Figure 1. Clock wiring as the flow saved it.
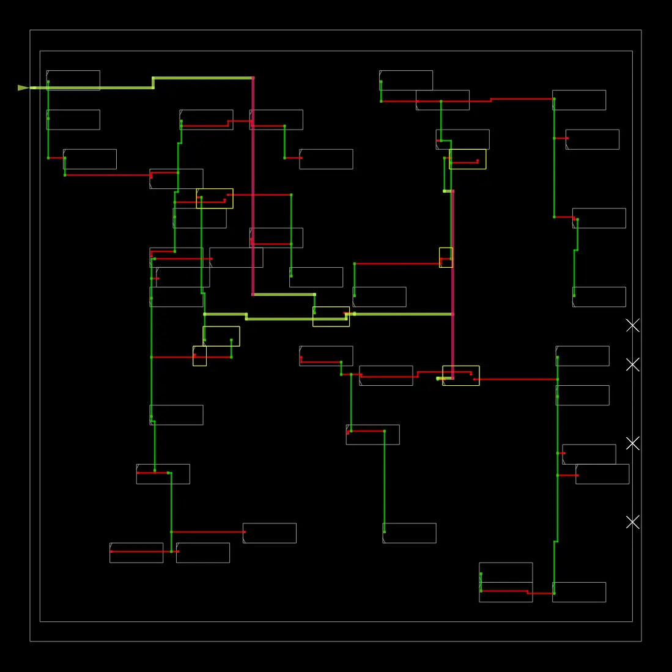
Figure 2. M2 wires.
Drawn at 4 px/micron.
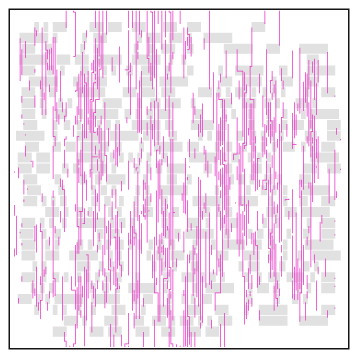
Figure 3. I/O nets highlighted.
Drawn at 4 px/micron.
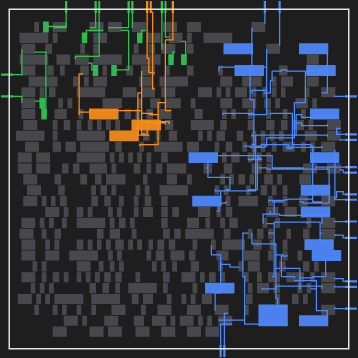
Figure 4. Zoomed window.
Region (53, 53) to (73, 73) microns. Cells in gray, sequential cells in the stronger gray; small squares are vias.
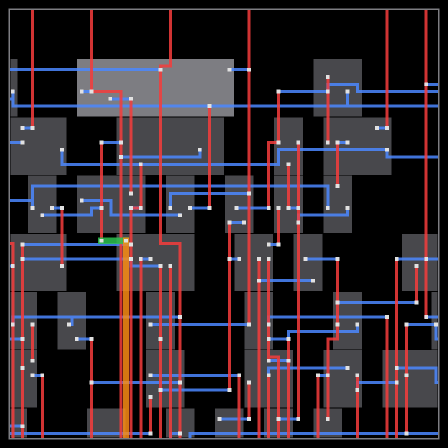
Figure 5. Routed metal, one color a layer.
Drawn at 6 px/micron. Only two layers are drawn.
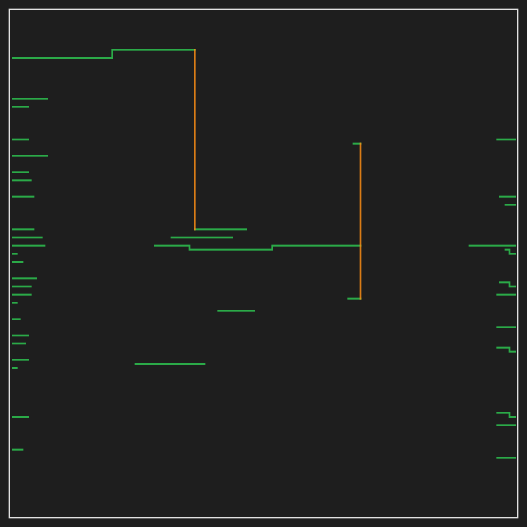
==> config.mk <==
export PLATFORM = sky130hd
export DESIGN_NAME = fetch_sequencer
export DESIGN_NICKNAME = d
export VERILOG_FILES = /design/src/rtl/fetch_sequencer_pkg.sv /design/src/rtl/fetch_sequencer_sat_counter.sv /design/src/rtl/fetch_sequencer.sv
export SDC_FILE = /design/constraint.sdc
export NUM_CORES = 1
export LEC_CHECK = 0
export ABC_AREA = 1
export CAP_MARGIN = 20
export CELL_PAD_IN_SITES_DETAIL_PLACEMENT = 1
export CELL_PAD_IN_SITES_GLOBAL_PLACEMENT = 1
export CORE_UTILIZATION = 33
export CTS_CLUSTER_SIZE = 10
export DETAILED_ROUTE_END_ITERATION = 8
export GPL_ROUTABILITY_DRIVEN = 0
export PLACE_DENSITY_LB_ADDON = 0.2
export SLEW_MARGIN = 40
export SYNTH_ARGS = -nofsm -noshare
export SYNTH_HDL_FRONTEND = slang
export SYNTH_SLANG_ARGS = --single-unit
==> constraint.sdc <==
create_clock -name clk -period 3.1 [get_ports clk]
set_input_delay 0.62 -clock clk [delete_from_list [all_inputs] [get_ports clk]]
set_output_delay 0.62 -clock clk [all_outputs]
set_load 0.05 [all_outputs]
==> results.ini <==
[pwr]
p_sw_frac=0.357
cellPowerDensity_mw_per_mm2=392
internal_cell_power_mw=0.803
switching_pwr_mw=0.446
combinational_group_share_of_total_power=0.295
p_leak_nw=1.23

[final_layout]
mi_logic_area_sq_mm=0.00131
layout.clock.cell_area_share=0.0247
layout.filler_cells=872
syn_to_final_growth_pct=41.9
buffer_area_frac=0.254
final-seq-area_sq_um=761
n_antenna_cell=0
nets=466
largest_class=multi-input combinational cells
final_common_cell=nand2_1
layoutNonFillerInstCount=505

[placed_design]
hpwlAfterDp_mm=5.32
pre_cts_ws_ps=732

[clock_network]
tritoncts=done
cts.hold.buffers_added=0
worst_setup_hold_path_clk_slew_ps=80
max_h_tree_level=2
cts.repair.resized=0
cts_root_buffer=clkbuf_8
cts_setup_buffers=0

[timing]
fmaxAchievable_mhz=398
slew_headroom=0.551
hold_viol=0
unrepaired_setup_endpoints_after_global_routing=false
setup_viol=0

[route]
drt_drc_violations_left=8
topRoutingLayerUsed=met4
route.detailed.vias_per_inst=4.92
met3_length_microns=211

[worst_setup_path]
worstSetupEndpointType=output pin
critical_path_cell_count=3
worstPathRequired_ps=2480
start_kind=flop

[synthesis]
synthesis.area_sq_mm=0.00225
top_logic_kind=simple AND/OR/NAND/NOR gates
syn-num-nets=386
numSynthFlops=38
synth_adder_area_share=0.0111
synth.yosys.warnings=0
edff_count_synth=0
postSynth.topFlopCell=dfxtp_1
synth.cells.most_frequent=nand2_1 (98), nor2_1 (53), dfxtp_1 (38)
yosys.cell_types.count=30
number_of_cell_instances_after_yosys_synthesis=348

[floorplan]
dieArea_sq_mm=0.00714
floorplan.rows=29
placeableCoreArea_sq_mm=0.00646
fp.dieW_microns=84.5
die_height_microns=84.5

[grt]
grt_busiest_layer=met2
first_global_vias=2567
pin_count_of_the_biggest_net_entering_global_routing=20

[outcome]
violations_in_the_final_reports=design-rule violations
outcome=finished, violations left

[worst_hold_path]
min_delay_path_depth=2

[run]
max_cap_violations=0

-- Figure 1 (at the start) --
CTS buffer count: 5
clock buffer count in the final layout: 5
Worst Skew: 6.10 ps
Late-Pin Clk Latency: 300 ps
TritonCTS sink count: 38

-- Figure 2 (at the start) --
main direction: vertical
nets with wire on the layer: 398
longest straight run: 45.6 microns
share of all routed wire: 52%
wire length on this layer: 3620 microns
GR met2 Demand/Resource: 0.384
post-detailed-routing wire length: 6.93 mm
routed via count: 2483

-- Figure 3 (at the start) --
| port | color | bits | direction | edge | end cells | buffers | wire |
|---|---|---|---|---|---|---|---|
| inst_in | green | 9 | input | 7 top, 2 left | 9 | 9 | 136 microns |
| state_dbg | orange | 3 | output | top | 3 | 3 | 163 microns |
| cycle_count | blue | 16 | output | 12 right, 2 top, 2 bottom | 16 | 16 | 721 microns |
top-level port count: 77
Buffers on Ports: 76

-- Figure 4 (at the start) --
| layer | color |
|---|---|
| M2 | red |
| M3 | green |
| M1 | blue |
| M4 | orange |
sequential cells in the window: 1
cells with their middle in the window: 32
most frequent: nand2_1 (10)

-- Figure 5 (at the start) --
| layer | color | wire length |
|---|---|---|
| M4 | orange | 55.8 microns |
| M3 | green | 211 microns |
GRT Overall Usage: 0.206
WL per Instance: 13.7 microns

